$ cat config.mk
export PLATFORM = sky130hd
export DESIGN_NAME = fetch_unit
export DESIGN_NICKNAME = d
export VERILOG_FILES = /design/src/rtl/fetch_unit.sv
export SDC_FILE = /design/constraint.sdc
export NUM_CORES = 1
export LEC_CHECK = 0
export CAP_MARGIN = 0
export CORE_MARGIN = 8
export CORE_UTILIZATION = 42
export CTS_BUF_LIST = sky130_fd_sc_hd__clkbuf_16
export CTS_CLUSTER_DIAMETER = 50
export DETAILED_ROUTE_END_ITERATION = 8
export PLACE_DENSITY = 0.76
export SLEW_MARGIN = 20
export SYNTH_ARGS = -nofsm -noshare
export SYNTH_HDL_FRONTEND = slang
export SYNTH_SLANG_ARGS = --single-unit
$ cat constraint.sdc
create_clock -name clk -period 5.8 [get_ports clk]
set_input_delay 1.74 -clock clk [delete_from_list [all_inputs] [get_ports clk]]
set_output_delay 1.74 -clock clk [all_outputs]
set_load 0.02 [all_outputs]
$ cat src/rtl/fetch_unit.sv
// Single-outstanding instruction fetch unit feeding a one-entry decode buffer.
// Handles branch/jump redirects, including discarding a response that went stale.
module fetch_unit #(
  parameter logic [31:0] RESET_PC = 32'h0000_0000,
  parameter int unsigned XLEN     = 32
) (
  input  logic            clk,
  input  logic            reset,
  output logic            imem_req_valid,
  input  logic            imem_req_ready,
  output logic [XLEN-1:0] imem_addr,
  input  logic            imem_rsp_valid,
  input  logic [XLEN-1:0] imem_rdata,
  input  logic            redirect,
  input  logic [XLEN-1:0] redirect_pc,
  output logic            instr_valid,
  input  logic            instr_ready,
  output logic [XLEN-1:0] Instr,
  output logic [XLEN-1:0] PC,
  output logic [XLEN-1:0] PCPlus4,
  output logic            misalign_err,
  output logic [XLEN-1:0] fetch_count
);

  localparam logic [XLEN-1:0] PcStep  = XLEN'(4);
  localparam logic [XLEN-1:0] CntStep = XLEN'(1);
  localparam logic [XLEN-1:0] NopWord = XLEN'(32'h0000_0013);

  typedef enum logic [1:0] {
    StReq,
    StWait,
    StFull,
    StDrain
  } state_e;

  state_e          state_q, state_d;
  logic [XLEN-1:0] fetch_pc_q, fetch_pc_d;
  logic [XLEN-1:0] instr_q, instr_d;
  logic [XLEN-1:0] pc_q, pc_d;
  logic [XLEN-1:0] pcplus4_q, pcplus4_d;
  logic [XLEN-1:0] count_q, count_d;
  logic            misalign_q, misalign_d;

  always_comb begin
    state_d    = state_q;
    fetch_pc_d = fetch_pc_q;
    instr_d    = instr_q;
    pc_d       = pc_q;
    pcplus4_d  = pcplus4_q;
    count_d    = count_q;
    misalign_d = 1'b0;

    unique case (state_q)
      StReq: begin
        if (imem_req_ready) begin
          state_d = StWait;
        end
      end
      StWait: begin
        if (imem_rsp_valid) begin
          instr_d    = imem_rdata;
          pc_d       = fetch_pc_q;
          pcplus4_d  = fetch_pc_q + PcStep;
          fetch_pc_d = fetch_pc_q + PcStep;
          state_d    = StFull;
        end
      end
      StFull: begin
        if (instr_ready) begin
          count_d = count_q + CntStep;
          state_d = StReq;
        end
      end
      StDrain: begin
        if (imem_rsp_valid) begin
          state_d = StReq;
        end
      end
      default: state_d = StReq;
    endcase

    // Redirect overrides everything except the consume count taken in StFull above.
    if (redirect) begin
      fetch_pc_d = {redirect_pc[XLEN-1:2], 2'b00};
      misalign_d = |redirect_pc[1:0];
      instr_d    = instr_q;
      pc_d       = pc_q;
      pcplus4_d  = pcplus4_q;
      unique case (state_q)
        StReq:   state_d = imem_req_ready ? StDrain : StReq;
        // A response arriving alongside the redirect is the outstanding one; drop it here.
        StWait:  state_d = imem_rsp_valid ? StReq : StDrain;
        StFull:  state_d = StReq;
        StDrain: state_d = imem_rsp_valid ? StReq : StDrain;
        default: state_d = StReq;
      endcase
    end
  end

  always_ff @(posedge clk or posedge reset) begin
    if (reset) begin
      state_q    <= StReq;
      fetch_pc_q <= RESET_PC;
      instr_q    <= NopWord;
      pc_q       <= RESET_PC;
      pcplus4_q  <= RESET_PC + PcStep;
      count_q    <= '0;
      misalign_q <= 1'b0;
    end else begin
      state_q    <= state_d;
      fetch_pc_q <= fetch_pc_d;
      instr_q    <= instr_d;
      pc_q       <= pc_d;
      pcplus4_q  <= pcplus4_d;
      count_q    <= count_d;
      misalign_q <= misalign_d;
    end
  end

  // Gated by reset so no request is offered while the unit is held in reset.
  assign imem_req_valid = (state_q == StReq) && !reset;
  assign imem_addr      = fetch_pc_q;
  assign instr_valid    = (state_q == StFull);
  assign Instr          = instr_q;
  assign PC             = pc_q;
  assign PCPlus4        = pcplus4_q;
  assign misalign_err   = misalign_q;
  assign fetch_count    = count_q;

endmodule
**Run 1: congestion heat map**

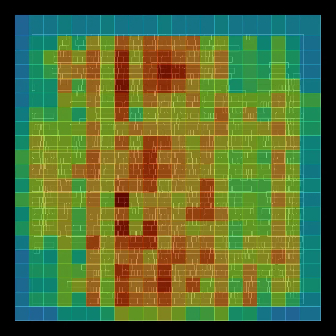
met1 usage: 0.257
met2 usage in global routing: 0.310

**Run 1: M3 wires**

Scale bar: 50 um.
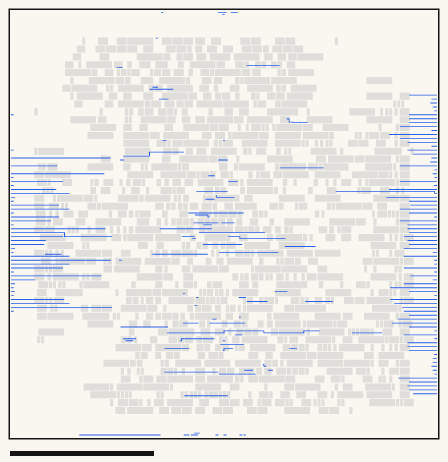
longest straight run = 34.7 um
nets with wire on the layer = 163
wire length on this layer = 1670 um
share of all routed wire = 7.5%
via count: 6535
M3 GR Usage: 0.0541
Post-Route WL: 22.3 mm

**Run 1: gate-type map**

Scale bar: 50 um.
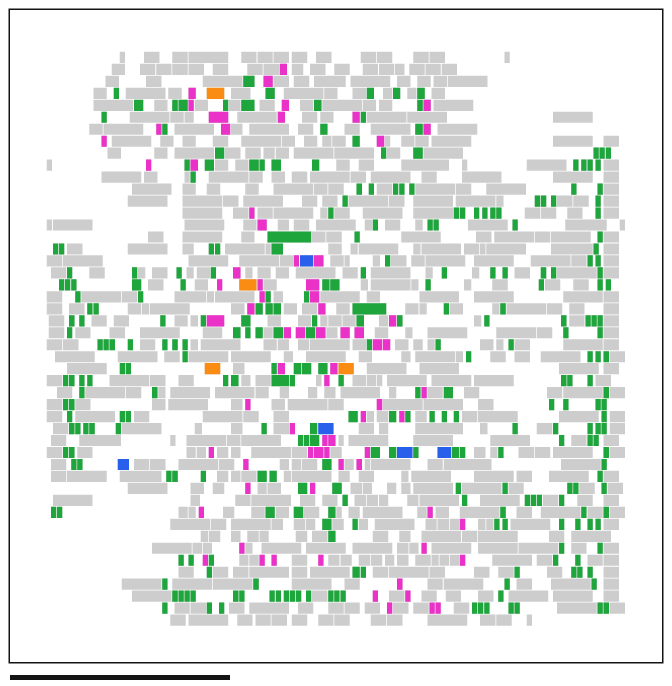
NAND gates -> green  # cells 292, most used nand2_1, where all over the die
multiplexers -> orange  # cells 4
NOR gates -> magenta  # cells 74, most used nor2_1
AND-OR and OR-AND gates -> blue  # cells 5

==> impl_metrics.csv, run 1 <==
group,metric,value,unit
setup_path,cp-endpoint,"imem_req_valid",
detailed_routing,drt-pass1-iter-count,5,
hold_path,hold_class,"flop to flop",
cells_and_area,seq_cell_count,157,
setup_path,timing.rr.start,"state_q[0]$_DFFE_PP0P_",
place,placed_area,9720,sq um
cells_and_area,biggestCellCategory,"flip-flops and latches",
setup_path,critPathMostFrequentCell,"clkdlybuf4s50_1",
place,dp_hpwl,16.0,mm
setup_path,rr_endpoint,"imem_addr[29]$_DFFE_PP0P_",
cells_and_area,seq_area_frac,0.381,
clock_tree,root_buffer,"clkbuf_16",
global_route,grt_use_total,0.199,
outcome,outcome,"completed",
floorplanning,fp-row-count,48,
power_and_ir_drop,clockPowerShare,0.246,
cells_and_area,buffers,231,
cells_and_area,final-seq-area,3930,sq um
power_and_ir_drop,seq_power,0.00171,W
setup_path,cp-startpoint,"reset",
global_route,busiest_layer,"met2",
clock_tree,clkLatencyLatePin,0.43,ns
power_and_ir_drop,p_int,0.00294,W
clock_tree,cts_resized,0,
clock_tree,numClockSinks,157,
logic_synthesis,numSynthFlops,157,
detailed_routing,dr_wl_met3,1.67,mm
clock_tree,cts_buffers,17,
hold_path,min_to,"Instr[1]$_DFFE_PP1P_",
cells_and_area,comb_share,0.304,
clock_tree,clkTransAtPathRegs,0.06,ns
timing,tns,0,ns
timing,slew_violations,0,
detailed_routing,drt-met1-wl,9.75,mm
setup_path,start_kind,"primary input",
setup_path,crit_chain,"clkdlybuf4s50_1 > nor3_1 > clkdlybuf4s50_1",
logic_synthesis,yosys.area_share.simple,0.267,
timing,rsz0062_at_grt,"no",
floorplanning,fp_util,0.427,
place,portBuffers,226,
cells_and_area,n_fill_cell,1530,
cells_and_area,fin_nets,1066,
timing,fin_skew,0.0129,ns
logic_synthesis,synthArstFlopShare,1.00,
cells_and_area,antenna_cells,2,
logic_synthesis,ys_seq_frac,0.536,
setup_path,crit_fanout,2,
floorplanning,core,17200,sq um
timing,fin_crit,4.73,ns
setup_path,cp_slowest_stage_delay,0.63,ns
**Run 1: zoomed window**

Scale bar: 10 um. Region (91, 17) to (131, 57) um. Cells in gray, sequential cells in the stronger gray; small squares are vias.
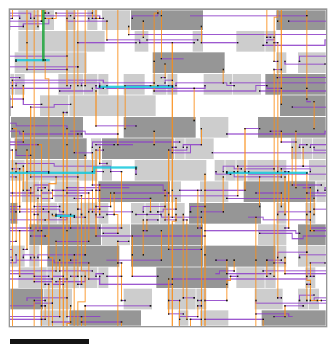

## Run 2: what changed since run 1
- clock period: 5.8 -> 4.03 ns (I/O delays scaled with it)
**Run 2: zoomed window**

Scale bar: 10 um. Region (91, 17) to (131, 57) um. Cells in gray, sequential cells in the stronger gray; small squares are vias.
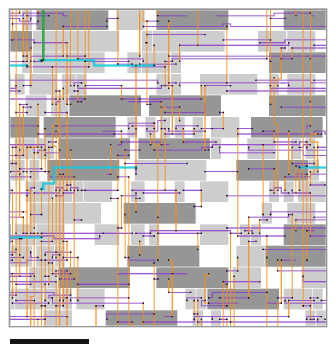
metal 4 -> green
metal 3 -> cyan
metal 1 -> purple
metal 2 -> orange
netlist names of flops here include = Instr (11), PCPlus4 (5), PC (4)
sequential cells in the window = 21
most frequent = nand2_1 (30), clkdlybuf4s50_1 (24), dfrtp_1 (21)
cells with their middle in the window = 103

**Run 2: gate-type map**

Scale bar: 50 um.
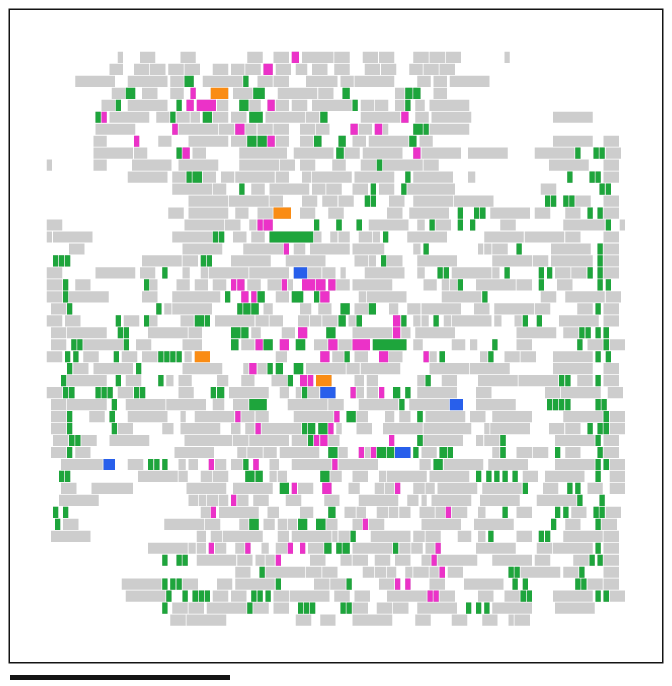
AND-OR and OR-AND gates -> blue  # cells 5, where center
NOR gates -> magenta  # cells 74, most used nor2_1
NAND gates -> green  # cells 292, most used nand2_1, where all over the die
multiplexers -> orange  # cells 4
most frequent logic cell in the layout: nand2_1
logic share of the area: 0.301

==> run 2 against run 1 <==
Against the previous run:
- via count grew 0.18%
- sequential share of layout area fell by 0.33 points
- cell count grew 0.41%
- cell area up 0.87%
- count of clock-buffer cells in the layout stayed put
- global-route usage up 0.58 points
- largest cell class unchanged
- core utilization is 0.52 points higher
- clock power up 51%
- power grew 46%
- synthesized cell count unchanged
- critical path depth is the same
==> impl_metrics.csv, run 2 <==
group,metric,value,unit
outcome,outcome,"completed",
logic_synthesis,yosys.area_share.simple,0.267,
floorplanning,fp_util,0.427,
setup_path,cp-endpoint,"imem_req_valid",
clock_tree,numClockSinks,157,
timing,rsz0062_at_grt,"no",
cells_and_area,seq_area_frac,0.378,
floorplanning,core,17200,sq um
power_and_ir_drop,clockPowerShare,0.255,
floorplanning,fp-row-count,48,
global_route,busiest_layer,"met2",
setup_path,start_kind,"primary input",
global_route,grtUsageMet1,0.267,
hold_path,hold_class,"flop to flop",
place,dp_hpwl,16.3,mm
global_route,grt_use_met2,0.316,
timing,fin_crit,3.66,ns
setup_path,cp_slowest_stage_delay,0.63,ns
place,placed_area,9780,sq um
clock_tree,clkTransAtPathRegs,0.06,ns
setup_path,timing.rr.start,"imem_addr[13]$_DFFE_PP0P_",
detailed_routing,drt-pass1-iter-count,7,
timing,fin_skew,0.0103,ns
logic_synthesis,numSynthFlops,157,
logic_synthesis,synthArstFlopShare,1.00,
detailed_routing,vias,6547,
clock_tree,root_buffer,"clkbuf_16",
timing,slew_violations,0,
clock_tree,cts_buffers,17,
place,portBuffers,226,
power_and_ir_drop,p_int,0.00436,W
detailed_routing,routed_wl,22.5,mm
clock_tree,clkLatencyLatePin,0.42,ns
cells_and_area,fin_nets,1073,
clock_tree,cts_resized,0,
power_and_ir_drop,seq_power,0.00246,W
setup_path,crit_fanout,2,
cells_and_area,antenna_cells,1,
cells_and_area,seq_cell_count,157,
global_route,grt_use_total,0.205,
setup_path,cp-startpoint,"reset",
cells_and_area,n_fill_cell,1458,
logic_synthesis,ys_seq_frac,0.536,
cells_and_area,buffers,238,
cells_and_area,final-seq-area,3930,sq um
**Run 2: M1 wires**

Scale bar: 50 um. Supply wires on this layer in gray.
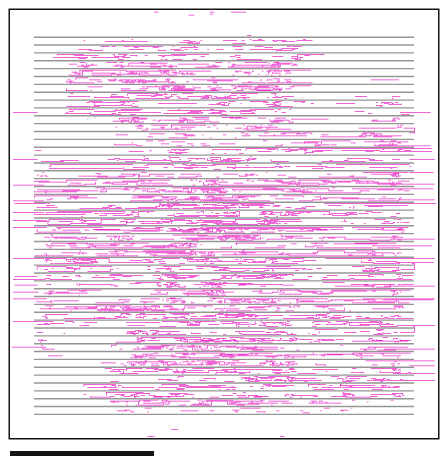

## Run 3: what changed since run 2
- CORE_ASPECT_RATIO: unset -> 0.8
- PLACE_DENSITY: 0.76 -> 0.85
**Run 3: M1 wires**

Scale bar: 50 um. Supply wires on this layer in gray.
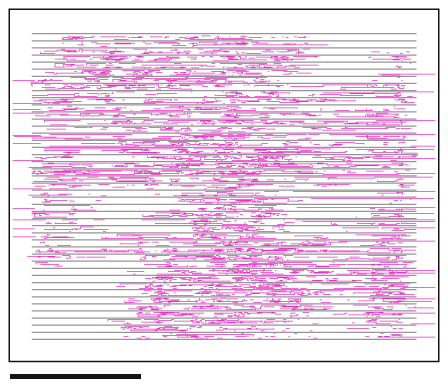
share of all routed wire = 43%
nets with wire on the layer = 929

**Run 3: zoomed window**

Scale bar: 10 um. Region (103, 14) to (143, 54) um. Cells in gray, sequential cells in the stronger gray; small squares are vias.
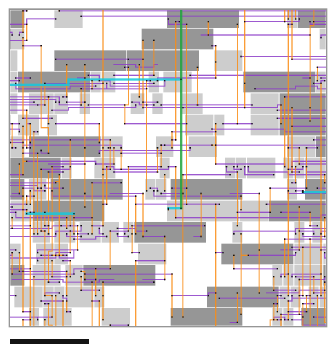
metal 1 -> purple
metal 4 -> green
metal 3 -> cyan
metal 2 -> orange
cells with their middle in the window = 93
most frequent = nand2_1 (25), dfrtp_1 (19), clkdlybuf4s50_1 (19)
netlist names of flops here include = Instr (7), PCPlus4 (5), PC (4)
sequential cells in the window = 19

==> run 3 against run 2 <==
Against the previous run:
- count of clock-buffer cells in the layout unchanged
- worst hold slack better by 0.0015 ns
- clock power down 5%
- power shrank 0.63%
- first-iteration DRC count increased by 40%
- critical path type unchanged
- critical endpoint unchanged
- sequential share of layout area grew 0.15 points
- highest routed layer unchanged
==> impl_metrics.csv, run 3 <==
group,metric,value,unit
cells_and_area,antenna_cells,0,
logic_synthesis,ys_seq_frac,0.536,
setup_path,cp-startpoint,"reset",
clock_tree,cts_buffers,17,
cells_and_area,lay_top_count,"nand2_1",
cells_and_area,buffers,237,
power_and_ir_drop,clockPowerShare,0.244,
global_route,grt_use_met2,0.323,
detailed_routing,vias,6627,
global_route,grt_use_total,0.209,
floorplanning,fp_util,0.426,
logic_synthesis,yosys.area_share.simple,0.267,
setup_path,cp-endpoint,"imem_req_valid",
clock_tree,cts_resized,0,
setup_path,start_kind,"primary input",
clock_tree,root_buffer,"clkbuf_16",
outcome,outcome,"completed",
setup_path,cp_slowest_stage_delay,0.64,ns
floorplanning,fp-row-count,43,
setup_path,crit_fanout,2,
place,placed_area,9770,sq um
global_route,grtUsageMet1,0.267,
place,portBuffers,226,
power_and_ir_drop,p_int,0.00425,W
cells_and_area,seq_cell_count,157,
hold_path,hold_class,"flop to flop",
place,dp_hpwl,16.7,mm
cells_and_area,n_fill_cell,1459,
clock_tree,numClockSinks,157,
clock_tree,clkTransAtPathRegs,0.06,ns
cells_and_area,final-seq-area,3930,sq um
timing,fin_crit,3.68,ns
cells_and_area,nClkBuffers,17,
power_and_ir_drop,seq_power,0.00247,W
logic_synthesis,synthArstFlopShare,1.00,
global_route,busiest_layer,"met2",
setup_path,timing.rr.start,"imem_addr[9]$_DFFE_PP0P_",
timing,slew_violations,0,
timing,fin_skew,0.00850,ns
clock_tree,clkLatencyLatePin,0.42,ns
Power figures rest on the tool's default switching activity, not on a simulated workload.
